===== config.mk =====
export PLATFORM = sky130hd
export DESIGN_NAME = fifo_ecc_sm
export DESIGN_NICKNAME = d
export VERILOG_FILES = /design/src/rtl/fifo_sm_pkg.sv /design/src/rtl/ecc_secded8_lane.sv /design/src/rtl/fifo_ecc_sm.sv
export SDC_FILE = /design/constraint.sdc
export NUM_CORES = 1
export LEC_CHECK = 0
export CELL_PAD_IN_SITES_DETAIL_PLACEMENT = 1
export CELL_PAD_IN_SITES_GLOBAL_PLACEMENT = 1
export CORE_MARGIN = 2
export CORE_UTILIZATION = 39
export DETAILED_ROUTE_END_ITERATION = 6
export PLACE_DENSITY_LB_ADDON = 0.25
export SLEW_MARGIN = 15
export SYNTH_ARGS = -nofsm -noshare
export SYNTH_HDL_FRONTEND = slang
export SYNTH_SLANG_ARGS = --single-unit

===== constraint.sdc =====
create_clock -name Clock -period 7 [get_ports Clock]
set_input_delay 1.4 -clock Clock [delete_from_list [all_inputs] [get_ports Clock]]
set_output_delay 1.4 -clock Clock [all_outputs]
set_load 0.1 [all_outputs]

===== src/rtl/fifo_sm_pkg.sv =====
// Shared constants and helpers for the ECC FIFO safety monitor.
package fifo_sm_pkg;

   // One SEC-DED lane: 12 Hamming positions plus an overall parity bit
   localparam int unsigned ECC_LANE_W = 13;
   localparam int unsigned HAM_W      = 12;

   // Hamming position (1-based) of data bit Di; entry [0] is D0
   localparam logic [7:0][3:0] HAM_DATA_POS = {4'd12, 4'd11, 4'd10, 4'd9,
                                                4'd7,  4'd6,  4'd5,  4'd3};

   // Sticky status bit indices
   localparam int unsigned ERR_W    = 5;
   localparam int unsigned ERR_WPTR = 0;
   localparam int unsigned ERR_RPTR = 1;
   localparam int unsigned ERR_FLAG = 2;
   localparam int unsigned ERR_SEC  = 3;
   localparam int unsigned ERR_DED  = 4;

   // XOR of the 1-based positions of all set bits in a 12-bit Hamming word
   function automatic logic [3:0] ham_syndrome(input logic [HAM_W-1:0] w);
      logic [3:0] s;
      s = '0;
      for (int i = 0; i < int'(HAM_W); i++) begin
         if (w[i]) s = s ^ 4'(i + 1);
      end
      return s;
   endfunction

endpackage


===== src/rtl/ecc_secded8_lane.sv =====
// Combinational SEC-DED encode and decode for one 8-bit lane.
module ecc_secded8_lane
   import fifo_sm_pkg::*;
(
   input  logic [7:0]            data_i,
   output logic [ECC_LANE_W-1:0] enc_o,
   input  logic [ECC_LANE_W-1:0] code_i,
   output logic [7:0]            data_o,
   output logic                  sec_o,
   output logic                  ded_o
);

   logic [HAM_W-1:0] enc_word;
   logic [3:0]       enc_syn;
   logic [HAM_W-1:0] fixed;
   logic [3:0]       dec_syn;
   logic             dec_par;

   // Encode: place data bits, then set check bits so the syndrome becomes zero
   always_comb begin
      enc_word = '0;
      for (int i = 0; i < 8; i++) begin
         enc_word[int'(HAM_DATA_POS[i]) - 1] = data_i[i];
      end
      enc_syn     = ham_syndrome(enc_word);
      enc_word[0] = enc_syn[0];
      enc_word[1] = enc_syn[1];
      enc_word[3] = enc_syn[2];
      enc_word[7] = enc_syn[3];
      enc_o       = {^enc_word, enc_word};
   end

   // Decode: classify by syndrome and overall parity; DED leaves bits raw
   always_comb begin
      dec_syn = ham_syndrome(code_i[HAM_W-1:0]);
      dec_par = ^code_i;
      fixed   = code_i[HAM_W-1:0];
      sec_o   = 1'b0;
      ded_o   = 1'b0;
      if (dec_par) begin
         if (dec_syn == 4'd0) begin
            sec_o = 1'b1;
         end else if (dec_syn <= 4'd12) begin
            fixed[dec_syn - 4'd1] = ~fixed[dec_syn - 4'd1];
            sec_o = 1'b1;
         end else begin
            ded_o = 1'b1;
         end
      end else if (dec_syn != 4'd0) begin
         ded_o = 1'b1;
      end
      data_o = '0;
      for (int i = 0; i < 8; i++) begin
         data_o[i] = fixed[int'(HAM_DATA_POS[i]) - 1];
      end
   end

endmodule


===== src/rtl/fifo_ecc_sm.sv =====
// Safety monitor for the ECC FIFO: encodes writes, corrects reads, shadows
// the DUT pointers/flags and records mismatches and ECC events.
module fifo_ecc_sm
   import fifo_sm_pkg::*;
#(
   parameter  int unsigned DATA_WIDTH = 32,
   parameter  int unsigned ADDR_WIDTH = 8,
   parameter  int unsigned CNT_WIDTH  = 16,
   localparam int unsigned LANES      = DATA_WIDTH / 8,
   localparam int unsigned ENC_WIDTH  = LANES * ECC_LANE_W
)(
   input  logic                  Clock,
   input  logic                  Reset,
   input  logic                  WriteEn,
   input  logic                  ReadEn,
   input  logic                  Empty_,
   input  logic                  HalfFull_,
   input  logic                  Full_,
   input  logic [ADDR_WIDTH-1:0] DutWritePtr,
   input  logic [ADDR_WIDTH-1:0] DutReadPtr,
   input  logic [DATA_WIDTH-1:0] DataIn,
   output logic [ENC_WIDTH-1:0]  DataInEnc,
   input  logic [ENC_WIDTH-1:0]  DataOutEnc,
   input  logic                  RdValid,
   output logic [DATA_WIDTH-1:0] DataOut,
   output logic                  DataOutValid,
   input  logic                  ErrClear,
   output logic [ERR_W-1:0]      ErrStatus,
   output logic [CNT_WIDTH-1:0]  SecCount,
   output logic [CNT_WIDTH-1:0]  DedCount,
   output logic                  detected_error
);

   localparam int unsigned DEPTH = 1 << ADDR_WIDTH;
   localparam int unsigned CW    = ADDR_WIDTH + 1;

   logic [ADDR_WIDTH-1:0] wptr_q, wptr_d, rptr_q, rptr_d;
   logic [CW-1:0]         cnt_q, cnt_d;
   logic [ENC_WIDTH-1:0]  enc_q;
   logic                  rdv_q;
   logic [DATA_WIDTH-1:0] dout_q, dout_d;
   logic                  dval_q;
   logic [ERR_W-1:0]      err_q, err_d, ev;
   logic [CNT_WIDTH-1:0]  sec_q, sec_d, ded_q, ded_d, sec_base, ded_base;
   logic                  det_q;

   logic                  do_write, do_read;
   logic                  sm_empty_n, sm_half_n, sm_full_n;
   logic [DATA_WIDTH-1:0] dec_data;
   logic [LANES-1:0]      lane_sec, lane_ded;

   // One encoder/decoder per data byte; decode works on the registered word
   for (genvar k = 0; k < LANES; k++) begin : g_lane
      ecc_secded8_lane u_lane (
         .data_i (DataIn[8*k +: 8]),
         .enc_o  (DataInEnc[ECC_LANE_W*k +: ECC_LANE_W]),
         .code_i (enc_q[ECC_LANE_W*k +: ECC_LANE_W]),
         .data_o (dec_data[8*k +: 8]),
         .sec_o  (lane_sec[k]),
         .ded_o  (lane_ded[k])
      );
   end

   // Shadow pointer/count next state, using the DUT's own flags to qualify
   always_comb begin
      do_write = WriteEn & Full_;
      do_read  = ReadEn & Empty_;
      wptr_d   = do_write ? wptr_q + ADDR_WIDTH'(1) : wptr_q;
      rptr_d   = do_read  ? rptr_q + ADDR_WIDTH'(1) : rptr_q;
      cnt_d    = cnt_q;
      if (do_write && !do_read && cnt_q != CW'(DEPTH)) begin
         cnt_d = cnt_q + CW'(1);
      end else if (do_read && !do_write && cnt_q != '0) begin
         cnt_d = cnt_q - CW'(1);
      end
      sm_empty_n = (cnt_q != '0);
      sm_full_n  = (cnt_q != CW'(DEPTH));
      sm_half_n  = (cnt_q < CW'(DEPTH / 2));
   end

   // Event detection and sticky status/counter update; events beat ErrClear
   always_comb begin
      ev           = '0;
      ev[ERR_WPTR] = (DutWritePtr != wptr_q);
      ev[ERR_RPTR] = (DutReadPtr != rptr_q);
      ev[ERR_FLAG] = (Empty_ != sm_empty_n) | (HalfFull_ != sm_half_n) |
                     (Full_ != sm_full_n);
      ev[ERR_DED]  = rdv_q & (|lane_ded);
      ev[ERR_SEC]  = rdv_q & (|lane_sec) & ~(|lane_ded);
      err_d        = (ErrClear ? '0 : err_q) | ev;
      sec_base     = ErrClear ? '0 : sec_q;
      ded_base     = ErrClear ? '0 : ded_q;
      sec_d        = (ev[ERR_SEC] && sec_base != '1) ? sec_base + CNT_WIDTH'(1) : sec_base;
      ded_d        = (ev[ERR_DED] && ded_base != '1) ? ded_base + CNT_WIDTH'(1) : ded_base;
      dout_d       = rdv_q ? dec_data : dout_q;
   end

   // All monitor state
   always_ff @(posedge Clock or posedge Reset) begin
      if (Reset) begin
         wptr_q <= '0;
         rptr_q <= '0;
         cnt_q  <= '0;
         enc_q  <= '0;
         rdv_q  <= 1'b0;
         dout_q <= '0;
         dval_q <= 1'b0;
         err_q  <= '0;
         sec_q  <= '0;
         ded_q  <= '0;
         det_q  <= 1'b0;
      end else begin
         wptr_q <= wptr_d;
         rptr_q <= rptr_d;
         cnt_q  <= cnt_d;
         enc_q  <= DataOutEnc;
         rdv_q  <= RdValid;
         dout_q <= dout_d;
         dval_q <= rdv_q;
         err_q  <= err_d;
         sec_q  <= sec_d;
         ded_q  <= ded_d;
         det_q  <= |err_d;
      end
   end

   assign DataOut        = dout_q;
   assign DataOutValid   = dval_q;
   assign ErrStatus      = err_q;
   assign SecCount       = sec_q;
   assign DedCount       = ded_q;
   assign detected_error = det_q;

endmodule


Figure 1. Metal 1 (run 1).
The bar under the picture is 50 µm long. Supply wires on this layer in gray.
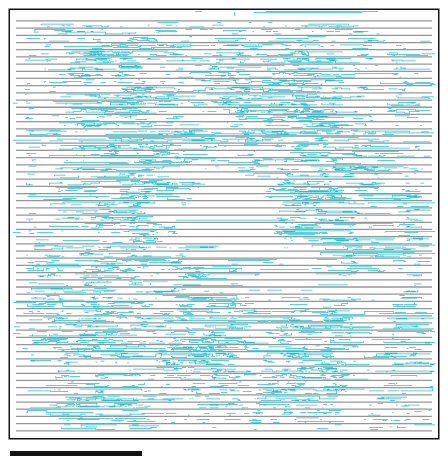
longest straight run: 46.9 µm
nets with wire on the layer: 1098
main direction: horizontal
wire length on this layer: 11400 µm
total wire length after detailed routing: 25.7 mm
vias after detailed routing: 7618
GR Util met1: 0.256

Figure 2. M2 wires (run 1).
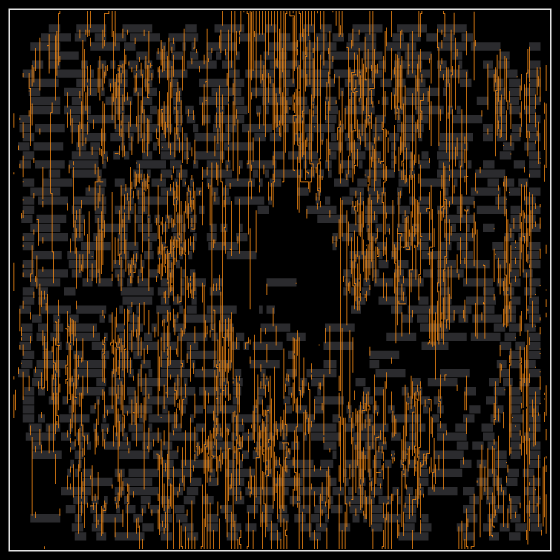
nets with wire on the layer: 1124
main direction: vertical
fraction of met2 tracks used by global routing: 0.351

==> summary.txt, run 1 <==
Status on the layout run. The registers of the reported paths see a clock transition of roughly 60 ps. In this run the top signal layer used is met4. In the routed layout, each cell is associated on average with a via count of about 5.2.

Internal power summed over all cells landed at around 2.1 mW. The post-synth count of flops with an enable pin is 0. Logic gate share of total power landed at 0.499. Per the OpenROAD floorplan log, the area of the die is about 26000 µm². The critical path is of the in -> out type.

Per the synthesis report, the XOR/XNOR share of the synthesized area is 0.214. The tree is rooted in a clkbuf_16. Total clock sinks landed at 149. Fraction of power spent switching nets landed at 0.458. For this run, the leading register cell type out of synthesis is dfrtp_1. According to the timing report, the critical path is captured at DataInEnc[51]. The worst setup path is launched from a primary input. In this run the maximum-capacitance check reported violations numbering 0.

Total cell area at the placement stage landed at 12100 µm². enc_q holds more flip-flops than any other register. Counting only logic cells after layout, the most numerous master is clkdlybuf4s50_1. According to the cell report, flip-flops and latches in the layout number 149. Summed over all nets, wire length on met2 after detailed routing comes to 12.8 mm. Yosys mapped the design onto 81 distinct sky130hd cell types.

In this run the critical path is formed by clkdlybuf4s50_1 > xor2_1 > xnor2_1 > xor2_1 > xnor2_1 > xnor2_1 > clkdlybuf4s50_1. Average wire per cell in the routed design landed at 17.6 µm. Summing all multi-input logic gate instances after layout gives approximately 5500 µm². Overall global routing resource usage landed at 0.201. Setup repair after global routing left no endpoint under its margin. Register-to-register setup slack landed at about 2600 ps. Number of global-route vias before repair landed at between 8000 and 9000. Looking at the post-CTS report, the setup buffer insertion count equals 0.

Entering global routing, the biggest net connects about 93 pins. Per the hold report, the tightest min-delay path originates at DataOut[24]$_DFFE_PP0P_. Per the synth stats, the proportion of register bits with asynchronous set or reset is 1.00.

Count of buffer and inverter cells on the critical path landed at 2. Gates resized during post-CTS repair numbered 0. Synthesized instance count landed at around 930. Number of port buffers landed at about 230. The iteration count recorded for the first detailed-route pass is 4. The register with the most flip-flops in the layout has 52 of them.

The report puts the cell count of the worst reg-to-reg path at 12. Required time of the worst setup path landed at 5600 ps. Sequential power for this build is 1.09 mW. In this run the worst hold path is classified as reg -> reg. Maximum clock insertion buffer count landed at 2. Number of rows in the core area landed at 57. For the worst setup path, the data arrival time is roughly 4200 ps. TritonCTS built the clock tree.

The tool warning count for the run is 39. Fraction of the yosys area taken by sequential cells landed at 0.383. Pre-CTS worst setup slack landed at between 1000 and 1500 ps. Per the timing report, the most critical flop-to-flop path finishes at SecCount[15]$_DFF_PP0_. In this run the layout overhead on the synthesized area is reported as 30.3%.

Looking at the global route congestion table, the highest-usage layer is met2. Counting instances, the worst hold path has a depth of 1. between 200 and 250 I/O pins were placed. The synthesized design contains 149 register bits.

For this floorplan the total number of well-tap instances is 324. Yosys instantiated no cell more often than dfrtp_1. Wire segments on met3 add up to 1.22 mm in the final route. The biggest slice of the total power is consumed by combinational cells. Final-layout clock-cell area share landed at 0.0451. According to the dpl log, the detail-placed design has an HPWL of about 20 mm. Worst hold-check slack landed at 482 ps. The run finished with clean final reports. The biggest slice of the area belongs to combinational gates.

Per report_power, the Combinational row totals between 1.5 and 2 mW. Deepest level of the CTS H-tree landed at 4. Compound-gate portion of the synthesized area landed at 0.107. Synthesized-area fraction occupied by adder cells landed at 0.0391. The number of antenna violations at the first check in global routing came to 0. Quantity of hold-fixing buffers added after cts landed at 0.

In the post-synthesis netlist, the biggest area contributors are dfrtp_1 (38%), xnor2_1 (9.8%), xor2_1 (5.1%), ha_1 (3.6%), mux2i_1 (2.9%). Summing all flip-flop and latch instances after layout gives 3730 µm². Number of endpoints with negative hold slack in the final report landed at 0. Area fraction in mux cells landed at 0.0627. In the final report, the number of endpoints failing setup comes to 0. Share of cell area taken by multi-input logic gates landed at 0.436. The worst setup path is captured at an output port. Per the log, the first TritonRoute iteration ended with a DRC count of about 260. The share of the core area taken by cells at floorplan is 0.399. Per the final report, the share of cell area in non-clock buffers is 0.186. Clock network power landed at 0.902 mW. Number of antenna-violating nets in the routed design landed at 0. Mean post-synth cell area landed at 10.5 µm². Yosys warning count landed at 0. The endpoint of the worst hold path is reported as DataOut[24]$_DFFE_PP0P_.

In the final timing run, aggregate negative setup slack is 0 ps. Looking at area per cell type in the netlist, the leader is dfrtp_1. Core area landed at 24400 µm².

In this run the static leakage power is 5.18 nW. Across the routed clock network, the largest skew measured is 14.3 ps. The routed design could run at a clock period as short as roughly 5600 ps. For this design, Yosys synthesis ends with a cell count of slightly above 900.

Finished layout cell area landed at 12700 µm². In the synthesis report, Yosys lists the chip area as just under 10000 µm². CTS added clock buffers totalling 17.

Sequential cell fraction of total power landed at 0.274. The top cell types in the final layout, fill and taps aside, are clkdlybuf4s50_1 (231), dfrtp_1 (149), xnor2_1 (109). By count the netlist is led by dfrtp_1 (149), xnor2_1 (109), nand2_1 (65). Clock latency of the later-clocked register in the worst-skew pair landed at about 430 ps. The routed wirelength on the met1 layer is recorded as between 10 and 15 mm. Counting the clock-network buffers in the layout gives 18.

Per the layout report, the design carries 2685 filler cells. The timing report shows that the slowest cell on the worst path is clkdlybuf4s50_1. Inverter tally of the final layout excluding the clock network landed at 22. In the final layout, excluding clock buffers the buffer count is 237.

Share of the clock period used by the worst path after layout landed at 0.794. The horizontal die dimension reported for this design is 162 µm. Per STA, the highest per-stage delay on the worst path measures 1150 ps. Of the total power, the clock network draws 0.227. Detailed-route DRC error count landed at 0. Of the total synthesized cell area, the portion taken by AND, OR, NAND and NOR gates is 0.145.

Global route total overflow landed at 0. Worst path setup slack after routing landed at 1440 ps. Netlist area before placement landed at 9720 µm². Looking at the critical path, the highest net fanout was 3. In the final layout, the share of cells above drive strength 1 is 0.0826. STA lists the startpoint of the worst register-to-register path as enc_q[19]$_DFF_PP0_. 698 cells are multi-input combinational gates. On the critical path the largest part of the delay comes from buffers and inverters.

The finished layout holds 1462 standard cells, fillers aside. Slew at the pin closest to its max-slew limit landed at between 1000 and 1500 ps. The congestion estimate from routability-driven global placement came to approximately 0.81. The most numerous cell type found on the critical path is xnor2_1.

The highest supply drop recorded on VDD is 0.000218 V. Normalized max-slew margin landed at 0.242. The completed layout was analyzed and its total power is 3.97 mW. The report lists the power per cell area as 313 nW/µm². Based on the critical path, the design can be clocked at up to 180 MHz. In the final design database the tool counted roughly 1300 nets. Global-route wire length before repair landed at ~42 mm.

Max-slew check failures listed in the final report amount to 0. Number of diodes landed at 0. The area fraction of the largest cell type after synthesis is 0.383. Chip height landed at roughly 160 µm. Depth of the critical timing path with buffers and inverters included landed at 7.

According to the timing report, the critical path is launched from DataIn[27]. Among the non-sequential cells, XOR/XNOR gates take the most area. In this run the power spent charging and discharging nets is 1.82 mW.

Utilization after layout landed at 0.519.
Figure 3. M3 wires (run 1).
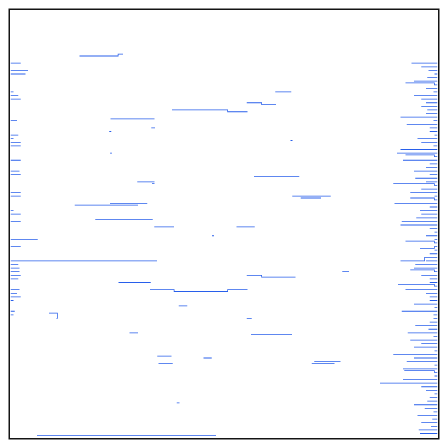
nets with wire on the layer: 154
wire length on this layer: 1220 µm
main direction: horizontal
share of all routed wire: 4.7%
longest straight run: 67.4 µm
met3 capacity usage during global routing: 0.0406

## Run 2: what changed since run 1
CORE_UTILIZATION = 35   (was 39)
clock period = 5 ns   (was 7 ns; I/O delays follow)
Figure 4. M2 wires (run 2).
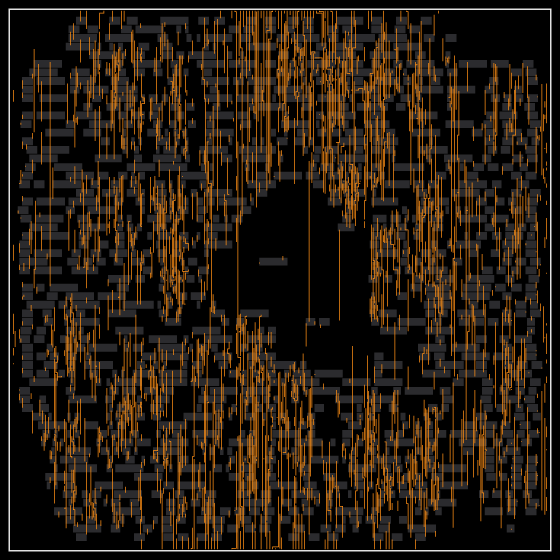
main direction: vertical
wire length on this layer: 13000 µm
share of all routed wire: 49%
total wire length after detailed routing: 26.6 mm
vias after detailed routing: 7634
fraction of met2 tracks used by global routing: 0.323

==> run 2 against run 1 <==
Combinational power rose by 41%. Clock skew fell by 1.7 ps. Sequential share of layout area fell by 0.30 points. Routed wire length rose by 3.2%. Cell area rose by 1.0%. Global-route usage fell by 1.5 points. Count of clock-buffer cells in the layout rose by 1. Synthesized cell count did not move. Area after synthesis did not move. Final cell count rose by 4.0%. Non-clock buffer count rose by 5. Via count rose by 0.21%. Largest cell class unchanged.
==> summary.txt, run 2 <==
Status on the layout run. The flow ran to the end, and the final reports show no timing, DRC or antenna violations. Area overhead of the layout relative to synthesis landed at 31.7%. Looking at the critical path, the highest net fanout was 26.

The cell sequence reported for the critical path is xor3_1 > xor2_1 > nor2_1 > nor2b_1 > ha_1 > inv_1 > nor4_1 > nor3_1 > a221oi_2 > nand3_2 > or3_1 > o41ai_2. Total area of multi-input combinational cells landed at approximately 5600 µm². Per the OpenROAD floorplan log, the width of the die is 171 µm. In this run, the synthesized area fraction spent on xor and xnor cells is recorded as 0.214.

After layout, the setup clock skew is reported as between 10 and 15 ps. Of all cell types, the one taking the most synthesized area is dfrtp_1. Quantity of hold-fixing buffers added after cts landed at 0. Average wire per cell in the routed design landed at 17.5 µm. For this design the ratio of total power to cell area is 432 nW/µm². After clock tree synthesis, the setup repair step added 0 buffers. met2 is the most crowded layer. Post-synth area from yosys stat landed at slightly below 10000 µm². Tally of unique sky130hd cells used after synthesis landed at 81. Yosys stat cell total landed at 930. Total global-route track usage over all layers is 0.186. Power attributed to combinational cells is 2.79 mW. Netlist area before placement landed at 9720 µm².

Maximum resistive drop on vdd landed at 0.000195 V. Number of antenna violations at the first check in global routing landed at 0. Among cell families on the critical path, the largest total delay comes from simple AND/OR/NAND/NOR gates. In this run, synthesis inferred 0 flip-flops with an integrated enable.

Initial DRC count landed at 255. Per Yosys stat, the portion of area used by sequential elements is 0.383. Number of CTS-inserted buffers landed at 17. Leaving out the clock tree, the finished layout contains a buffer count of 242. In the layout the commonest cells are clkdlybuf4s50_1 (209), dfrtp_1 (149), xnor2_1 (105). Number of antenna-violating nets in the routed design landed at 0.

The setup path with the least slack is of type reg -> reg. Per STA, the endpoint of the critical path is SecCount[15]$_DFF_PP0_. Pre-CTS worst setup slack landed at 830 ps. Sequential cell fraction of total power landed at 0.276. The worst setup path is launched from a register. Number of clock buffers in the layout landed at 19.

Logic depth along the worst register-to-register path is recorded as 12. Number of rows in the core area landed at between 60 and 70. Looking at the area split, the leading class of cells is combinational gates. After global routing the overflow that remains totals 0.

Measured against the total synthesized area, the mux share comes to 0.0627. The endpoint identified for the worst register-to-register timing path is SecCount[15]$_DFF_PP0_. The synthesis log from Yosys contains 0 warnings.

Compound-gate portion of the synthesized area landed at 0.107. Per the OpenROAD floorplan log, the height of the die is approximately 170 µm. The worst hold path terminates at DataOut[26]$_DFFE_PP0P_.

Tally of non-filler cells in the final layout landed at 1521. In the power breakdown, the biggest contributor is combinational cells. Maximum clock insertion buffer count landed at 2. Initial cell density of the core landed at 0.353.

Power of the sequential group landed at about 1.5 mW. After layout, the inverter instance count without clock inverters stands at 22. The flow reports power dissipated in the clock network as 1.22 mW. Entering global routing, the biggest net connects between 70 and 80 pins.

Looking at the critical path, the single cell with the biggest stage delay is or3_1. Overall die area landed at 29100 µm². Per the detail_route report, vias per standard cell equal 5.02. Clock latency of the later-clocked register in the worst-skew pair landed at 420 ps. The top cell type in the final layout, fill and taps aside, is clkdlybuf4s50_1.

The register with the most flip-flops in the layout has 52 of them. Wire length on met3 landed at 1.23 mm. Of all flip-flops after synthesis, the portion carrying an async set or reset was 1.00. The placed instances occupy a cell area of between 10000 and 15000 µm². Fill cells in the final layout number roughly 3000. Met1 usage landed at 0.240. Final max-slew violation count landed at 0.

The commonest cells after synthesis are dfrtp_1 (149), xnor2_1 (109), nand2_1 (65). Per the CTS log, the maximum H-tree level is 4. The script computed the net switching share of total power as 0.461. Clock slew at the register clock pins of the worst setup and hold paths landed at 60 ps.

In this run, the synthesized area fraction spent on and/or/nand/nor cells is recorded as 0.145. Quantity of gates resized following cts landed at 0. Delay of the slowest cell on the worst path landed at approximately 580 ps. Mean post-synth cell area landed at 10.5 µm². Endpoint arrival time on the critical path landed at roughly 4600 ps.

The global routing report lists met3 layer usage as 0.0331. Number of tap cells inserted landed at between 300 and 400. The synthesized netlist handed to floorplanning was reported with a cell count of between 900 and 1000.

The first detailed-routing pass took 4 iterations. STA lists the startpoint of the worst hold path as DataOut[26]$_DFFE_PP0P_. After layout, the minimum clock period comes to 4270 ps. Total power landed at 5.53 mW.

Detailed placement finished with a half-perimeter wire length of 20.1 mm. Cell count of the worst hold path landed at 1. Share of cell area taken by multi-input logic gates landed at 0.438. Of the total synthesized cell area, the portion taken by full adders, half adders and majority gates is 0.0391. Slew at the pin closest to its max-slew limit landed at between 1000 and 1500 ps. Synthesis-stage register bit count landed at 149.
Figure 5. M3 wires (run 2).
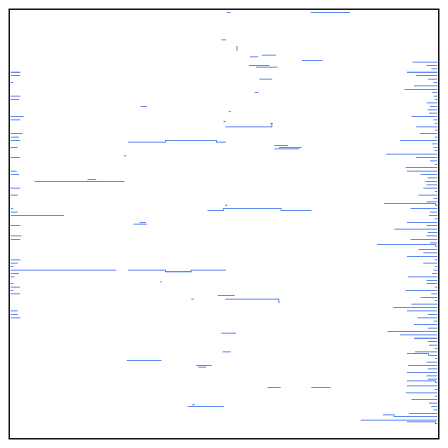
nets with wire on the layer: 168
main direction: horizontal
wire length on this layer: 1230 µm
longest straight run: 41.6 µm
share of all routed wire: 4.6%

Power and IR drop assume default switching activity.
